<file path="src/rtl/bk_pkg.sv">
// Shared width and word type for the 16-bit Brent-Kung adder.
package bk_pkg;

    localparam int W = 16;

    typedef logic [W-1:0] word_t;

endpackage

</file>
<file path="src/rtl/bk_cell.sv">
// Brent-Kung prefix black cell; use it as a grey cell by leaving po unread.
module bk_cell (
    input  logic gi,
    input  logic pi,
    input  logic gk,
    input  logic pk,
    output logic go,
    output logic po
);

    assign go = gi | (pi & gk);
    assign po = pi & pk;

endmodule

</file>
<file path="src/rtl/brent_kung_adder16.sv">
// 16-bit Brent-Kung parallel-prefix adder with a single output register stage.
// pre[i] holds the group generate G[i:0] with Cin already folded into bit 0.
module brent_kung_adder16
    import bk_pkg::*;
(
    input  logic         clk,
    input  logic         rst,
    input  logic [W-1:0] a,
    input  logic [W-1:0] b,
    input  logic         Cin,
    output logic [W-1:0] Sum,
    output logic         Cout
);

    word_t g;
    word_t p;
    word_t gl0;

    logic [7:0]  g_l1;
    logic [7:1]  p_l1;
    logic [3:0]  g_l2;
    logic [3:1]  p_l2;
    logic [1:0]  g_l3;
    logic        p_l3;

    word_t       pre;
    word_t       carry;
    word_t       sum_c;

    // Cells anchored at bit 0 only need G; their pk is tied low and po dropped.
    logic [14:0] grey_po_unused;

    assign g   = a & b;
    assign p   = a ^ b;
    assign gl0 = {g[W-1:1], g[0] | (p[0] & Cin)};

    // Up-sweep, level 1: spans [2j+1:2j]
    bk_cell u_l1_0 (
        .gi(gl0[1]),  .pi(p[1]),  .gk(gl0[0]),  .pk(1'b0),
        .go(g_l1[0]), .po(grey_po_unused[0])
    );
    bk_cell u_l1_1 (
        .gi(gl0[3]),  .pi(p[3]),  .gk(gl0[2]),  .pk(p[2]),
        .go(g_l1[1]), .po(p_l1[1])
    );
    bk_cell u_l1_2 (
        .gi(gl0[5]),  .pi(p[5]),  .gk(gl0[4]),  .pk(p[4]),
        .go(g_l1[2]), .po(p_l1[2])
    );
    bk_cell u_l1_3 (
        .gi(gl0[7]),  .pi(p[7]),  .gk(gl0[6]),  .pk(p[6]),
        .go(g_l1[3]), .po(p_l1[3])
    );
    bk_cell u_l1_4 (
        .gi(gl0[9]),  .pi(p[9]),  .gk(gl0[8]),  .pk(p[8]),
        .go(g_l1[4]), .po(p_l1[4])
    );
    bk_cell u_l1_5 (
        .gi(gl0[11]), .pi(p[11]), .gk(gl0[10]), .pk(p[10]),
        .go(g_l1[5]), .po(p_l1[5])
    );
    bk_cell u_l1_6 (
        .gi(gl0[13]), .pi(p[13]), .gk(gl0[12]), .pk(p[12]),
        .go(g_l1[6]), .po(p_l1[6])
    );
    bk_cell u_l1_7 (
        .gi(gl0[15]), .pi(p[15]), .gk(gl0[14]), .pk(p[14]),
        .go(g_l1[7]), .po(p_l1[7])
    );

    // Level 2: spans [4j+3:4j]
    bk_cell u_l2_0 (
        .gi(g_l1[1]), .pi(p_l1[1]), .gk(g_l1[0]), .pk(1'b0),
        .go(g_l2[0]), .po(grey_po_unused[1])
    );
    bk_cell u_l2_1 (
        .gi(g_l1[3]), .pi(p_l1[3]), .gk(g_l1[2]), .pk(p_l1[2]),
        .go(g_l2[1]), .po(p_l2[1])
    );
    bk_cell u_l2_2 (
        .gi(g_l1[5]), .pi(p_l1[5]), .gk(g_l1[4]), .pk(p_l1[4]),
        .go(g_l2[2]), .po(p_l2[2])
    );
    bk_cell u_l2_3 (
        .gi(g_l1[7]), .pi(p_l1[7]), .gk(g_l1[6]), .pk(p_l1[6]),
        .go(g_l2[3]), .po(p_l2[3])
    );

    // Level 3: spans [7:0] and [15:8]
    bk_cell u_l3_0 (
        .gi(g_l2[1]), .pi(p_l2[1]), .gk(g_l2[0]), .pk(1'b0),
        .go(g_l3[0]), .po(grey_po_unused[2])
    );
    bk_cell u_l3_1 (
        .gi(g_l2[3]), .pi(p_l2[3]), .gk(g_l2[2]), .pk(p_l2[2]),
        .go(g_l3[1]), .po(p_l3)
    );

    // Level 4: [15:0], which is also the carry-out
    bk_cell u_l4_0 (
        .gi(g_l3[1]), .pi(p_l3), .gk(g_l3[0]), .pk(1'b0),
        .go(pre[15]), .po(grey_po_unused[3])
    );

    // Down-sweep, level 5: [11:0]
    bk_cell u_l5_0 (
        .gi(g_l2[2]), .pi(p_l2[2]), .gk(g_l3[0]), .pk(1'b0),
        .go(pre[11]), .po(grey_po_unused[4])
    );

    // Level 6: [5:0] [9:0] [13:0]
    bk_cell u_l6_0 (
        .gi(g_l1[2]), .pi(p_l1[2]), .gk(g_l2[0]), .pk(1'b0),
        .go(pre[5]),  .po(grey_po_unused[5])
    );
    bk_cell u_l6_1 (
        .gi(g_l1[4]), .pi(p_l1[4]), .gk(g_l3[0]), .pk(1'b0),
        .go(pre[9]),  .po(grey_po_unused[6])
    );
    bk_cell u_l6_2 (
        .gi(g_l1[6]), .pi(p_l1[6]), .gk(pre[11]), .pk(1'b0),
        .go(pre[13]), .po(grey_po_unused[7])
    );

    // Level 7: every even prefix [2k:0] from the odd prefix just below it
    for (genvar k = 1; k < 8; k++) begin : g_l7
        bk_cell u_l7 (
            .gi(gl0[2*k]),   .pi(p[2*k]),
            .gk(pre[2*k-1]), .pk(1'b0),
            .go(pre[2*k]),   .po(grey_po_unused[7+k])
        );
    end

    assign pre[0] = gl0[0];
    assign pre[1] = g_l1[0];
    assign pre[3] = g_l2[0];
    assign pre[7] = g_l3[0];

    assign carry = {pre[W-2:0], Cin};
    assign sum_c = p ^ carry;

    always_ff @(posedge clk) begin
        if (rst) begin
            Sum  <= '0;
            Cout <= 1'b0;
        end else begin
            Sum  <= sum_c;
            Cout <= pre[W-1];
        end
    end

endmodule

</file>
<file path="config.mk">
export PLATFORM = sky130hd
export DESIGN_NAME = brent_kung_adder16
export DESIGN_NICKNAME = d
export VERILOG_FILES = /design/src/rtl/bk_pkg.sv /design/src/rtl/bk_cell.sv /design/src/rtl/brent_kung_adder16.sv
export SDC_FILE = /design/constraint.sdc
export NUM_CORES = 1
export LEC_CHECK = 0
export CAP_MARGIN = 10
export CORE_MARGIN = 4
export CORE_UTILIZATION = 41
export CTS_BUF_LIST = sky130_fd_sc_hd__clkbuf_8
export DETAILED_ROUTE_END_ITERATION = 10
export PLACE_DENSITY = 0.81
export SETUP_SLACK_MARGIN = 0.4
export SLEW_MARGIN = 20
export SYNTH_ARGS = -nofsm -noshare
export SYNTH_HDL_FRONTEND = slang
export SYNTH_SLANG_ARGS = --single-unit
</file>
<file path="constraint.sdc">
create_clock -name clk -period 3.15 [get_ports clk]
set_clock_uncertainty 0.1 [all_clocks]
set_input_delay 0.315 -clock clk [delete_from_list [all_inputs] [get_ports clk]]
set_output_delay 0.315 -clock clk [all_outputs]
set_load 0.1 [all_outputs]
</file>
==> GITHUB_STEP_SUMMARY, run 1 <==
### Flow metrics

| Metric | Value |
|---|---|
| Status | `finished, final reports clean` |
| Antenna-violating nets left | `0` |
| Total number of vias | `921` |
| Inverters | `11` |
| Xor/xnor share | `5.79%` |
| Crit share post-route | `80.9%` |
| GR Overflow Total | `0` |
| Relative slew margins | `32.2%` |
| Worst Tran Pin Value | `1.01 ns` |
| DRT Wirelength | `2420 um` |
| And+or+nand+nor area frac | `11.1%` |
| Final Power | `866 uW` |
| CTS H-tree depth | `1` |
| Signal buf overhead | `31.6%` |
| Yosys adder share | `33.6%` |
| Fin nets | `219` |
| Slew Viols, Final | `0` |
| Synthesis Warnings | `0` |
| Most used cell, CP | `fa_2` |
| Proportion of layout cells with a drive suffix above 1 | `14.4%` |
| Post-CTS Setup Bufs | `0` |
| Critical Path Source Type | `input pin` |
| Max cap viols | `0` |
| RePlAce Congestion | `0.736` |
| CTS max path bufs | `2` |
| Worst Hold Depth | `4` |
| DIE HEIGHT | `58.8 um` |
==> run 1: sequential cells by signal, indices dropped and copies added, names as in the netlist <==
signal and count:
Sum 16, Cout 1
==> run 1: layer usage <==
metal  wire length [um]  vias to the layer above  global-route usage, %  share of wire (%)
li1                   -                      455                      -                  -
met1                933                      433                   15.4                 39
met2               1300                       31                   26.8                 54
met3                159                        2                   3.29                6.6
met4                 33                        0                   5.18                1.4
met5                  0                        -                      0                  0
==> run 1: synthesized netlist by cell type <==
library cell | n | area [um^2]
a41oi_2 | 1 | 16.3
nor3_1 | 1 | 5.00
o211ai_1 | 1 | 7.51
xor2_1 | 2 | 17.5
nor2b_1 | 6 | 37.5
nor2_1 | 11 | 41.3
inv_1 | 11 | 41.3
a21o_2 | 1 | 8.76
nand2b_1 | 1 | 6.26
a211oi_1 | 1 | 7.51
ha_1 | 14 | 175
o211ai_2 | 2 | 25.0
o21ai_0 | 4 | 20.0
a21oi_1 | 6 | 30.0
dfxtp_1 | 17 | 340
nand2_1 | 6 | 22.5
xnor2_1 | 5 | 43.8
clkbuf_1 | 1 | 3.75
fa_1 | 9 | 180
nand3_1 | 1 | 5.00
a21o_1 | 1 | 7.51
o41ai_2 | 1 | 16.3
==> run 1: per-stage QoR <==
stage,hold WS [ns],std cells
after floorplan,0.287,103
after global placement,0.940,183
after detailed placement,0.938,183
after CTS,0.687,187
after global routing,0.446,190
final,0.426,190
==> run 1: where the power goes <==
part           switching, mW  internal (mW)
Sequential           0.00718          0.244
Combinational          0.305          0.151
Clock                 0.0710         0.0875
==> run 1: worst max-delay path, delay by kind of cell <==
family	cells	cell delay, ns
adder cells (fa/ha/maj)	2	0.79
AND-OR/OR-AND	3	0.69
XOR/XNOR	1	0.16
AND/OR/NAND/NOR	1	0.05
buffers and inverters	2	0.56
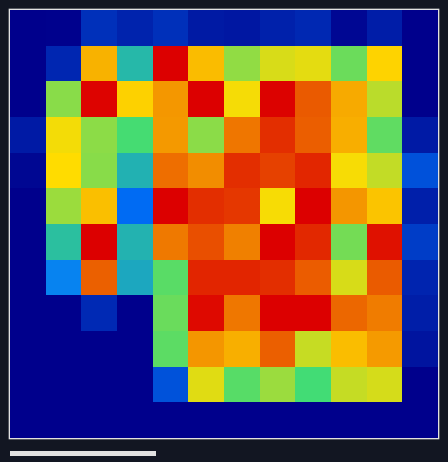
Figure 1: run 1, placement density heat map.
Bar = 20 um. The die is cut into 12 by 12 equal tiles; dark blue is low, red is high, 0 to 100% covered.
fullest tile = 100%
densest ninth of the die = center
mean over tiles = 48%
tiles over 75% full = 37%
nearly empty tiles = 25%
emptiest ninth of the die = south-west
final core utilization: 69.1%
fp util: 42.7%
Core Area: 2480 um^2

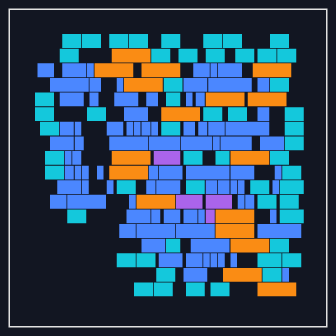
Figure 2: run 1, placement by cell class.
remaining buffers and delay cells -> cyan  # cells 54
remaining logic cells -> blue  # cells 85
sequential cells -> orange  # cells 17
clock drivers and dummy loads -> purple  # cells 4
sequential portion of the cell area: 19.9%
FP Rows: 18

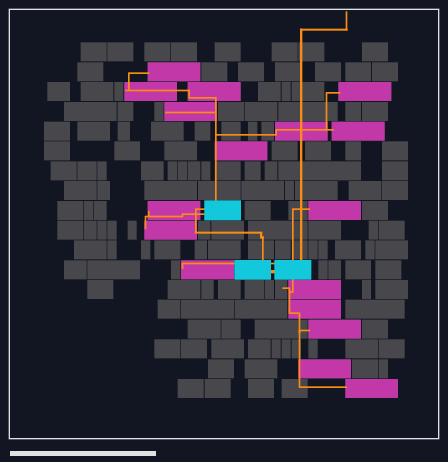
Figure 3: run 1, clock network drawn from the DEF.
Bar = 20 um.
clock wires -> orange  # length 207 um
flip-flops -> magenta  # count 17
clock-net drivers -> cyan  # count 3
routed clock nets = 4
Clk. pwr: 159 uW
Clock Power Share: 18.3%

Figure 4. Clock nets (run 1).
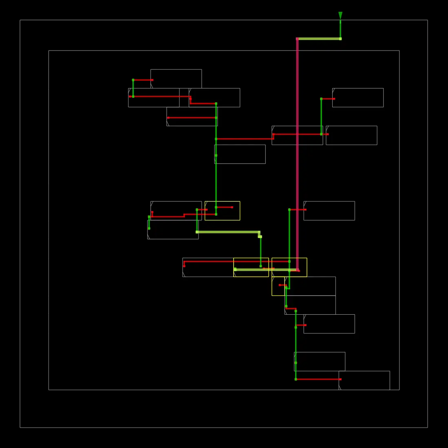

==> inputs of run 2 (changes only) <==
--- a/config.mk
+++ b/config.mk
@@ -7,10 +7,10 @@
 export LEC_CHECK = 0
 export CAP_MARGIN = 10
 export CORE_MARGIN = 4
-export CORE_UTILIZATION = 41
+export CORE_UTILIZATION = 37
 export CTS_BUF_LIST = sky130_fd_sc_hd__clkbuf_8
 export DETAILED_ROUTE_END_ITERATION = 10
-export PLACE_DENSITY = 0.81
+export PLACE_DENSITY = 0.77
 export SETUP_SLACK_MARGIN = 0.4
 export SLEW_MARGIN = 20
 export SYNTH_ARGS = -nofsm -noshare
==> constraint.sdc (replaced) <==
create_clock -name clk -period 2.25 [get_ports clk]
set_clock_uncertainty 0.1 [all_clocks]
set_input_delay 0.225 -clock clk [delete_from_list [all_inputs] [get_ports clk]]
set_output_delay 0.225 -clock clk [all_outputs]
set_load 0.1 [all_outputs]
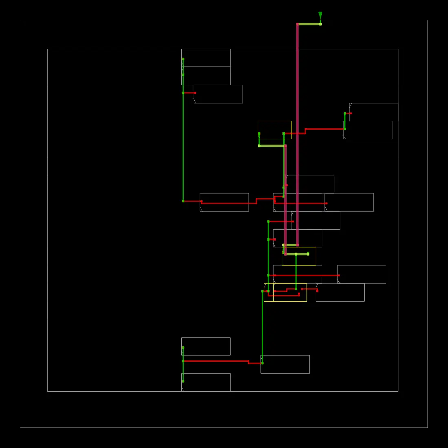
Figure 5: run 2, clock nets.
Clk. pwr: 218 uW
CTS buffer count: 3
Flops: 17

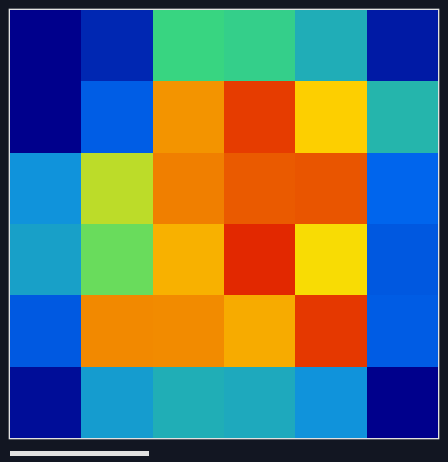
Figure 6: run 2, placement density heat map.
Bar = 20 um. The die is cut into 6 by 6 equal tiles; dark blue is low, red is high, 0 to 100% covered.
nearly empty tiles = 8.3%
fullest tile = 95%
emptiest ninth of the die = north-west
final core utilization: 67.8%
Core Area: 2730 um^2
fp util: 38.7%

==> GITHUB_STEP_SUMMARY, run 2 <==
### Flow metrics

| Metric | Value |
|---|---|
| Status | `complete, but fails checks` |
| Failing checks | `negative setup slack` |
| Crit share post-route | `102%` |
| DRT Wirelength | `2580 um` |
| CTS H-tree depth | `1` |
| Worst Tran Pin Value | `0.357 ns` |
| Proportion of layout cells with a drive suffix above 1 | `38.7%` |
| Top delay family on crit path | `adder cells` |
| Max reg flops | `16` |
| Final Power | `1.26 mW` |
| Largest area contributor in the netlist | `dfxtp_1` |
| Synthesis Warnings | `0` |
| Slack of the critical path | `-0.0365 ns` |
| Main area contributors | `dfxtp_1 32%, fa_1 17%, ha_1 17%` |
| Post-CTS Setup Bufs | `0` |
| RePlAce Congestion | `0.791` |
| Bufs and invs on worst path | `1` |
| Total number of vias | `964` |
| Max cap viols | `0` |
| FP Rows | `19` |
| Largest registers | `Sum x16, Cout x1` |
| Most numerous cell in the Yosys netlist | `dfxtp_1` |
| Final count of negative-setup-slack endpoints | `2` |
| Relative slew margins | `76.2%` |
| CTS max path bufs | `2` |
| Antenna-violating nets left | `0` |
| Top FF cell, synth | `dfxtp_1` |
| EDFF count, synth | `0` |
| IO buf count | `51` |
| Async set-or-reset flop fraction in the synthesized netlist | `0%` |
| Slew Viols, Final | `0` |
| DIE HEIGHT | `61.5 um` |
| Fin nets | `232` |
| Top post-synthesis cells by count | `17 x dfxtp_1, 14 x ha_1, 11 x inv_1, 11 x nor2_1, 9 x fa_1` |
| Most flop-heavy register | `Sum` |
| Top cell area share | `32.2%` |
==> run 2: netlist changes by cell type in the layout (fill, tap and decap cells not counted), moves of 3 or more <==
cell	previous run	this run
clkdlybuf4s50_1	48	26
buf_4	3	32
xnor2_2	1	4
xnor2_1	4	1
dlygate4sd2_1	0	4
buf_6	0	3
==> run 2: final timing paths <==
check | slack, ns | cells past startpoint | start | to
max | -0.04 | 8 | a[6] | Sum[14]
min | 0.27 | 4 | b[0] | Sum[0]
==> run 2: stage by stage <==
stage / hold WS (ns) / instance area [um^2] / cells / util [%]
5_1_grt: 0.283 / 1850 / 204 / 67.8
2_1_floorplan: 0.197 / 1090 / 103 / -
4_1_cts: 0.273 / 1780 / 202 / 65.2
3_3_place_gp: 0.621 / 1700 / 198 / 62.2
6_report: 0.270 / 1850 / 204 / 67.8
3_5_place_dp: 0.621 / 1700 / 198 / 62.2
==> run 2: area by class of cell <==
cell class	instances	share of cell area, %
inverters	11	3.17
multi-input cells	74	41.7
well taps	31	2.09
clock inverters	1	0.203
clock buffers	3	2.23
flip-flops and latches	17	18.4
repair buffers	67	32.2
==> run 2: power by group <==
part	total, mW	switching [mW]	internal (mW)
sequential	0.353	0.0113	0.342
clock	0.218	0.0969	0.121
combinational	0.685	0.445	0.240
total	1.26	0.553	0.703
==> run 2: cell families after synthesis <==
logic type | count (synthesis) | share of synthesized area, %
AOI/OAI and AO/OA | 18 | 13.1
xor gates and xnor gates | 7 | 5.79
buffers and inverters | 12 | 4.26
adders and majority gates | 23 | 33.6
and+or+nand+nor | 26 | 11.1
DFF | 17 | 32.2
==> run 2: layer usage <==
metal / routed length, um / vias up / global-route usage, %
li1: - / 483 / -
met1: 865 / 452 / 14.8
met2: 1550 / 25 / 27.4
met3: 112 / 4 / 1.26
met4: 49 / 0 / 7.27
met5: 0 / - / 0
No activity file was given, so power comes from the tool's default toggle rates.
